run_1/congestion_map.png
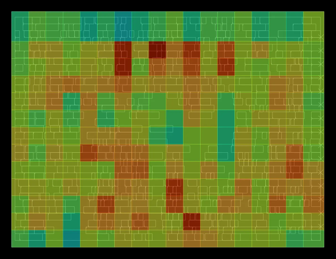
run_1/route_heat.png
Drawn at 3 px/um. 25 x 19 tiles, from dark blue (low) to red (high), scaled to the fullest tile. Values are wire area over tile area, all layers added.
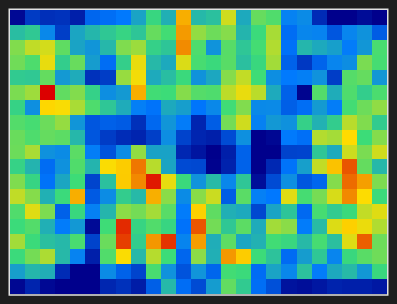
run_1/m2.png
Drawn at 4 px/um. Cells faint in the background.
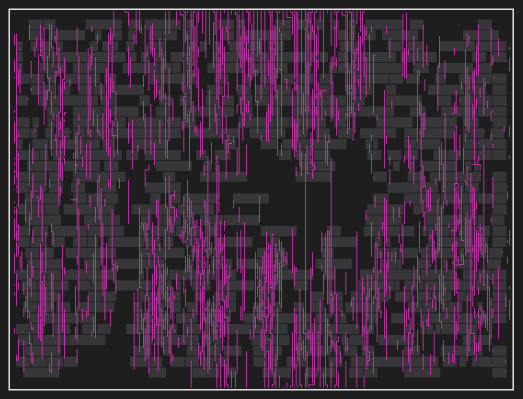
==> src/rtl/dmem_responder.sv <==
`default_nettype none
// ============================================================================
// dmem_responder : M-stage data-memory request -> single-outstanding bus txn
// Revision       : 1.0
// ============================================================================
module dmem_responder #(
  parameter int unsigned TIMEOUT_CYCLES = 255,
  parameter logic [31:0] RESET_RDATA    = 32'h0000_0000
) (
  input  logic        clk_i,
  input  logic        reset_n_i,
  input  logic        mem_read_m_i,
  input  logic        mem_write_m_i,
  input  logic [31:0] addr_m_i,
  input  logic [31:0] write_data_m_i,
  input  logic [2:0]  width_src_m_i,
  input  logic        hold_i,
  output logic [31:0] read_data_m_o,
  output logic        stall_mem_o,
  output logic        misalign_o,
  output logic        timeout_o,
  output logic        bus_req_o,
  output logic        bus_we_o,
  output logic [29:0] bus_addr_o,
  output logic [3:0]  bus_be_o,
  output logic [31:0] bus_wdata_o,
  input  logic        bus_ready_i,
  input  logic        bus_rvalid_i,
  input  logic [31:0] bus_rdata_i
);

  localparam int unsigned CNT_W = (TIMEOUT_CYCLES > 1) ? $clog2(TIMEOUT_CYCLES) : 1;
  localparam logic [CNT_W-1:0] CNT_LAST = CNT_W'(TIMEOUT_CYCLES - 1);

  typedef enum logic [1:0] {
    IDLE = 2'd0,
    REQ  = 2'd1,
    WAIT = 2'd2,
    DONE = 2'd3
  } state_t;

  state_t            state_q;
  state_t            state_d;
  logic [CNT_W-1:0]  count_q;
  logic              we_q;
  logic [29:0]       addr_q;
  logic [3:0]        be_q;
  logic [31:0]       wdata_q;
  logic [31:0]       rdata_q;

  logic              access;
  logic              is_byte;
  logic              is_half;
  logic              misaligned;
  logic [3:0]        be_next;
  logic [31:0]       wdata_next;
  logic              count_last;

  logic              stall;
  logic              misalign;
  logic              timeout;
  logic              req;
  logic              latch;
  logic              capture;

  // Width bit 2 carries the load sign selection, which the core applies itself.
  logic              unused_width_bit;
  assign unused_width_bit = width_src_m_i[2];

  assign access     = mem_read_m_i | mem_write_m_i;
  assign is_byte    = (width_src_m_i[1:0] == 2'b00);
  assign is_half    = (width_src_m_i[1:0] == 2'b01);
  assign misaligned = is_half ? addr_m_i[0]
                    : (!is_byte && (addr_m_i[1:0] != 2'b00));
  assign count_last = (count_q == CNT_LAST);

  always_comb begin
    be_next    = 4'b1111;
    wdata_next = write_data_m_i;
    if (is_byte) begin
      be_next    = 4'b0001 << addr_m_i[1:0];
      wdata_next = {4{write_data_m_i[7:0]}};
    end else if (is_half) begin
      be_next    = 4'b0011 << {addr_m_i[1], 1'b0};
      wdata_next = {2{write_data_m_i[15:0]}};
    end
  end

  always_comb begin
    state_d  = state_q;
    stall    = 1'b0;
    misalign = 1'b0;
    timeout  = 1'b0;
    req      = 1'b0;
    latch    = 1'b0;
    capture  = 1'b0;
    case (state_q)
      IDLE: begin
        if (access) begin
          if (misaligned) begin
            misalign = 1'b1;
          end else begin
            stall   = 1'b1;
            latch   = 1'b1;
            state_d = REQ;
          end
        end
      end
      REQ: begin
        stall = 1'b1;
        // The request is withdrawn in the expiry cycle so a late accept can't slip through.
        if (count_last) begin
          timeout = 1'b1;
          state_d = DONE;
        end else begin
          req = 1'b1;
          if (bus_ready_i) begin
            state_d = WAIT;
          end
        end
      end
      WAIT: begin
        stall = 1'b1;
        if (bus_rvalid_i) begin
          capture = 1'b1;
          state_d = DONE;
        end else if (count_last) begin
          timeout = 1'b1;
          state_d = DONE;
        end
      end
      DONE: begin
        if (!hold_i) begin
          state_d = IDLE;
        end
      end
      default: state_d = IDLE;
    endcase
  end

  always_ff @(posedge clk_i or negedge reset_n_i) begin
    if (!reset_n_i) begin
      state_q <= IDLE;
      count_q <= '0;
      we_q    <= 1'b0;
      addr_q  <= '0;
      be_q    <= '0;
      wdata_q <= '0;
      rdata_q <= RESET_RDATA;
    end else begin
      state_q <= state_d;
      if ((state_q == REQ || state_q == WAIT) && (state_d == REQ || state_d == WAIT)) begin
        count_q <= count_q + 1'b1;
      end else begin
        count_q <= '0;
      end
      if (latch) begin
        we_q    <= mem_write_m_i;
        addr_q  <= addr_m_i[31:2];
        be_q    <= be_next;
        wdata_q <= wdata_next;
      end
      if (capture && !we_q) begin
        rdata_q <= bus_rdata_i;
      end else if (misalign || timeout) begin
        rdata_q <= RESET_RDATA;
      end
    end
  end

  // Combinational outputs are gated so every output reads 0 while reset is held.
  assign stall_mem_o   = stall & reset_n_i;
  assign misalign_o    = misalign & reset_n_i;
  assign timeout_o     = timeout & reset_n_i;
  assign bus_req_o     = req & reset_n_i;
  assign bus_we_o      = we_q;
  assign bus_addr_o    = addr_q;
  assign bus_be_o      = be_q;
  assign bus_wdata_o   = wdata_q;
  assign read_data_m_o = (misalign_o | timeout_o) ? RESET_RDATA : rdata_q;

endmodule
`default_nettype wire

==> config.mk <==
export PLATFORM = sky130hd
export DESIGN_NAME = dmem_responder
export DESIGN_NICKNAME = d
export VERILOG_FILES = /design/src/rtl/dmem_responder.sv
export SDC_FILE = /design/constraint.sdc
export NUM_CORES = 1
export LEC_CHECK = 0
export CAP_MARGIN = 20
export CORE_ASPECT_RATIO = 0.75
export CORE_MARGIN = 1
export CORE_UTILIZATION = 43
export DETAILED_ROUTE_END_ITERATION = 10
export HOLD_SLACK_MARGIN = 0.03
export MAX_ROUTING_LAYER = met4
export PLACE_DENSITY = 0.81
export SLEW_MARGIN = 5
export SYNTH_ARGS = -nofsm -noshare
export SYNTH_HDL_FRONTEND = slang
export SYNTH_SLANG_ARGS = --single-unit
export TNS_END_PERCENT = 5
==> constraint.sdc <==
create_clock -name clk_i -period 3 [get_ports clk_i]
set_clock_uncertainty 0.2 [all_clocks]
set_input_delay 0.45 -clock clk_i [delete_from_list [all_inputs] [get_ports clk_i]]
set_output_delay 0.45 -clock clk_i [all_outputs]
set_load 0.02 [all_outputs]
==> impl_metrics.yaml, run 1 <==
# physical design summary
finish:
  multiInputCombCellCount: 271
  sh_comb_area_pct: 28.0
  buffer_area_share_pct: 28.6
  nonClockInverterCount: 8
  nFillCells: 839
  clkbuf_count: 9
  final_nets: 744
  clkCellAreaFrac_pct: 3.82
  insertedDiodeCount: 0
  seq_area_mm2: 0.00273
  logic_area_mm2: 0.00207
  biggestCellCategory: "flip-flops and latches"
power_and_ir_drop:
  peakVddDrop_uv: 552
  power_uw: 7110
  power_frac_seq_pct: 34.6
  p_sw_share_pct: 38.3
  power.density_mw_per_mm2: 959
  pwr-share-comb_pct: 49.5
clock_tree:
  clockBufferDepth: 2
  holdBufCountCts: 1
  cts_setup_buffers: 0
  clk_latency_ps: 340
  clockRootBuffer: "clkbuf_16"
  path_clk_slew_ps: 70
  clkSinkCount: 109
timing:
  layout_setup_ws_ps: 76.8
  setup_viol: 0
  max_freq_ghz: 0.342
  drv_slew: 0
  grt_setup_unrepaired: "true"
  finalClockPeriodUsage_pct: 97.4
  hold_viol: 0
synthesis:
  ff_type: "dfrtp_1"
  edf_count: 0
  synth_cells: 416
  ys_seq_elements: 109
  synth_area_per_cell_um2: 11.9
  top_cells_by_count: "dfrtp_1, a22o_1, and2_1, mux2_2, nand2_1"
  syn-num-nets: 529
  syn_area_mm2: 0.00493
  ys_async_sr_fraction_pct: 100
  ys_area_mm2: 0.00493
  top_cell: "dfrtp_1"
  yosysWarnings: 0
hold_path:
  min_from: "bus_wdata_o[19]"
  hold_depth: 2
  hp-class: "register to register"
floorplanning:
  fp_util_pct: 44.7
  num_rows: 33
  core_mm2: 0.0110
  fp.dieW_um: 126
  dieHeight_um: 94.7
  n_tap_cell: 140
worst_setup_path:
  critPathRequiredTime_ps: 2350
  rr_worst_depth: 9
  start_kind: "register"
  critPathArrivalTime_ps: 2270
  rr_startpoint: "state_q[0]"
  reg2reg_slack_ps: 200
  crit_fanout: 32
grt:
  grt_pass1_wl_mm: 20.9
  antenna_found_initial: 0
  grt_start_max_net_pins: 72
  grt_overflow: 0
placement:
  dp_cells: 759
  dp_hpwl_mm: 9.62
  place_congestion: 0.879
  dpl_cell_area_mm2: 0.00723
  portBuffers: 207
drt:
  drt_pass1_iterations: 8
  routed_via_density: 5.18
  ant_nets: 0
  drc: 15
status:
  failed_checks: "design-rule violations"
  status: "finished, violations left"
run:
  warnings: 33
## Picture notes: congestion_map.png
WL per Instance: 17.0 um
Top Usage Layer GRT: met2

## Picture notes: route_heat.png
- fullest tile: 0.43
- tiles over half the peak: 37%
- mean over tiles: 0.18
- nearly empty tiles: 4.0%
Vias: 4016
GRT Total Usage: 23.1%
final WL: 13.2 mm

## Picture notes: m2.png
- main direction: vertical
- longest straight run: 43.9 um
- share of all routed wire: 49%
- wire length on this layer: 6400 um
met2 Use GR: 38.1%

==> run 1: cells in the final DEF (no fill, tap or decap), drive strengths merged, types with 5 or more instances in the layout <==
cell type      instances
nor2                  15
dfrtp                109
xnor2                  5
mux2i                 24
a22o                  33
o21ai                 28
clkdlybuf4s50        172
mux2                  40
a21oi                 11
nand2                 31
ha                     7
nand3                  5
a211oi                 9
buf                   25
inv                   10
and2                  32
clkbuf                38
==> run 1: registers in the layout, summed over array words and instances (netlist names) <==
signal / cells
count_q: 8
bus_be_o: 4
bus_we_o: 1
bus_addr_o: 30
rdata_q: 32
state_q: 2
bus_wdata_o: 32
==> run 1: worst max-delay path: stages, from the launching register on <==
cell	delay, ps
dfrtp_1	400
inv_2	80
ha_1	210
nor2b_1	140
o21ai_2	200
o32ai_4	140
nand2_1	100
buf_6	190
and2_1	150
dlygate4sd2_1	320
==> run 1: power by group through the flow <==
stage | Sequential [uW] | Combinational, uW | Clock, uW
finish | 2460 | 3520 | 1130
global route | 2530 | 3750 | 1220
CTS | 2460 | 3570 | 1160
detailed placement | 2470 | 3660 | 0
global placement | 2450 | 3580 | 0
floorplan | 2960 | 1370 | 0
==> run 1: cells by family (layout without fill, tap and decap cells) <==
logic type | after synthesis | in the layout | synth area share [%]
xor gates and xnor gates | 7 | 7 | 1.24
muxes | 64 | 64 | 14.0
buffers and inverters | 36 | 256 | 3.40
and+or+nand+nor | 100 | 100 | 10.4
adders and majority gates | 7 | 7 | 1.78
DFF | 109 | 109 | 55.3
AOI/OAI and AO/OA | 93 | 93 | 13.8
==> run 1: layer usage <==
layer,share of wire (%),GRT usage [%]
met1,43,28.8
met2,49,38.1
met4,1.2,5.89
met3,6.9,5.55
met5,0,-
## Run 2: what changed since run 1
Settings changed: CORE_UTILIZATION 43 to 46, PLACE_DENSITY 0.81 to 0.86.
Clock period 3 ns to 3.65 ns, I/O delays scaled along.
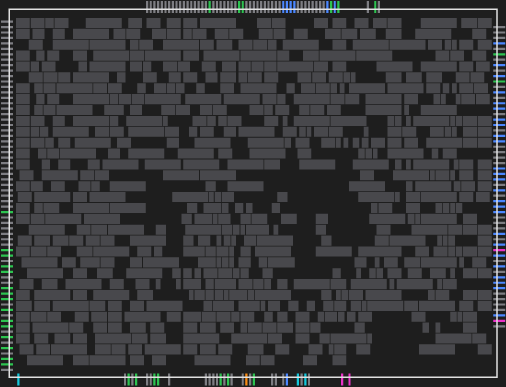
run_2/pinout.png
Drawn at 4 px/um. Pins as bars across the die edge, other pins in gray.
- bus_be_o: magenta (pins 4; direction output; edge 2 south, 2 east)
- mem_read_m_i: orange (pins 1; direction input; edge south)
- bus_wdata_o: blue (pins 32; direction output; edge 25 east, 6 north, 1 south)
- bus_addr_o: green (pins 30; direction output; edge 15 west, 7 south, 6 north, 2 east)
- width_src_m_i: cyan (pins 3; direction input; edge south)
- all pins by edge: 65 west, 56 north, 56 east, 32 south
I/O Buffers: 207
Die X: 122 um

==> run 2 against run 1 <==
  * The flow now finishes without violations
  * First-iteration DRC count rose by 1.9%
  * Global-route usage rose by 1.5 points
  * Utilization rose by 4.8 points
  * Clock-buffer cell count rose by 3
  * Combinational power fell by 16%
  * Critical endpoint is now read_data_m_o[26]
  * Largest power group unchanged
==> impl_metrics.yaml, run 2 <==
# physical design summary
timing:
  setup_viol: 0
  max_freq_ghz: 0.286
  drv_slew: 0
  grt_setup_unrepaired: "false"
  layout_setup_ws_ps: 156
  hold_viol: 0
  finalClockPeriodUsage_pct: 95.7
drt:
  drt_pass1_iterations: 4
  wl_per_cell_um: 16.9
  totalWireLength_mm: 12.9
  routed_via_density: 5.23
  drc: 0
  ant_nets: 0
  vias: 3977
run:
  warnings: 32
  maxCapViolCount: 0
placement:
  place_congestion: 0.801
  dp_hpwl_mm: 9.08
  dp_cells: 744
worst_setup_path:
  critPathRequiredTime_ps: 2900
  crit_fanout: 32
  path_class: "register to output port"
  critPathArrivalTime_ps: 2750
  reg2reg_slack_ps: 1010
  start_kind: "register"
power_and_ir_drop:
  power_frac_seq_pct: 33.6
  peakVddDrop_uv: 507
  powerClk_uw: 1010
  intPower_uw: 3790
  power.density_mw_per_mm2: 803
  comb_power_uw: 2970
  p_leak_uw: 0.00319
  pg_seq_uw: 2010
  pwr-share-comb_pct: 49.5
  p_sw_share_pct: 36.8
  power_leader: "combinational cells"
synthesis:
  ys_cells: 416
  yosysSeqAreaShare_pct: 55.3
  yosysWarnings: 0
  syn-num-nets: 529
  synth_area_per_cell_um2: 11.9
  synth_cells: 416
  edf_count: 0
  ff_type: "dfrtp_1"
  ys_async_sr_fraction_pct: 100
  ys_seq_elements: 109
  syn_area_mm2: 0.00493
  top_cell: "dfrtp_1"
  ys_area_mm2: 0.00493
  top_cells_by_count: "dfrtp_1, a22o_1, and2_1, mux2_2, nand2_1"
finish:
  drive_gt1_share_pct: 11.5
  mostFrequentLayoutCell: "clkdlybuf4s50_1"
  insertedDiodeCount: 0
  final_nets: 732
  stdcell_count: 760
  layout.cells.most_common_list: "clkdlybuf4s50_1, dfrtp_1, a22o_1"
grt:
  met2_usage_pct: 39.6
  grt_pass1_wl_mm: 20.6
  use_met1_pct: 30.3
  antenna_found_initial: 0
  grt_overflow: 0
  grt_start_max_net_pins: 88
  grt_use_total_pct: 24.7
  top_usage_layer: "met2"
  grt_use_met3_pct: 6.84
hold_path:
  hp-class: "input port to async pin"
floorplanning:
  core_mm2: 0.0104
  num_rows: 32
  io_pins: 209
  fp_util_pct: 47.5
clock_tree:
  clockRootBuffer: "clkbuf_16"
  path_clk_slew_ps: 70
  clk_latency_ps: 350
  holdBufCountCts: 0
  clockBufferDepth: 2
  cts_setup_buffers: 0
  clkSinkCount: 109
  htreeDepth: 3
status:
  status: "completed"
run 2: cells by family (layout without fill, tap and decap cells):
family,count (synthesis),count (layout),share of synthesized area [%]
flops,109,109,55.3
simple gates,100,100,10.4
compound gates,93,93,13.8
mux,64,64,14.0
buf+inv,36,244,3.40
fa+ha+maj,7,7,1.78
xor+xnor,7,7,1.24
run 2: critical path, stage by stage, from the launching register on:
cell and delay (ps):
dfrtp_1 410, inv_1 160, ha_2 270, nor2b_1 180
o21ai_1 100, o32ai_1 240, nand2_1 120, buf_6 190
and2_1 200, clkdlybuf4s50_1 540
run 2: final timing paths:
check	startpoint	to	cells after the start
hold / removal	reset_n_i	count_q[7]	2
hold reg to reg	bus_wdata_o[25]	bus_wdata_o[25]	2
setup / recovery	state_q[0]	read_data_m_o[26]	9
setup reg to reg	state_q[0]	bus_wdata_o[1]	7
max in group asynchronous	reset_n_i	rdata_q[29]	2
min in group clk_i	bus_wdata_o[25]	bus_wdata_o[25]	2
run 2: layout make-up:
cell class                      instances  area, um^2
Clock buffer                           12         256
Clock inverter                          4        55.1
Fill cell                             737        2910
Inverter                                8        30.0
Multi-Input combinational cell        271        2050
Sequential cell                       109        2730
Tap cell                              136         170
Timing Repair Buffer                  220        2170
run 2: stage by stage:
stage	total power (uW)	hold WS (ps)	instance area, um^2
2_1_floorplan	3560	51.9	4930
4_1_cts	6040	168	7460
5_1_grt	6340	200	7460
3_5_place_dp	5000	274	7150
6_report	5990	144	7460
3_3_place_gp	4890	262	7150
run 2: metal layers:
metal	up-vias	wire length [um]
li1	1879	-
met1	1914	5570
met2	165	6140
met3	19	918
met4	0	250
met5	-	0
Power figures rest on the tool's default switching activity, not on a simulated workload.
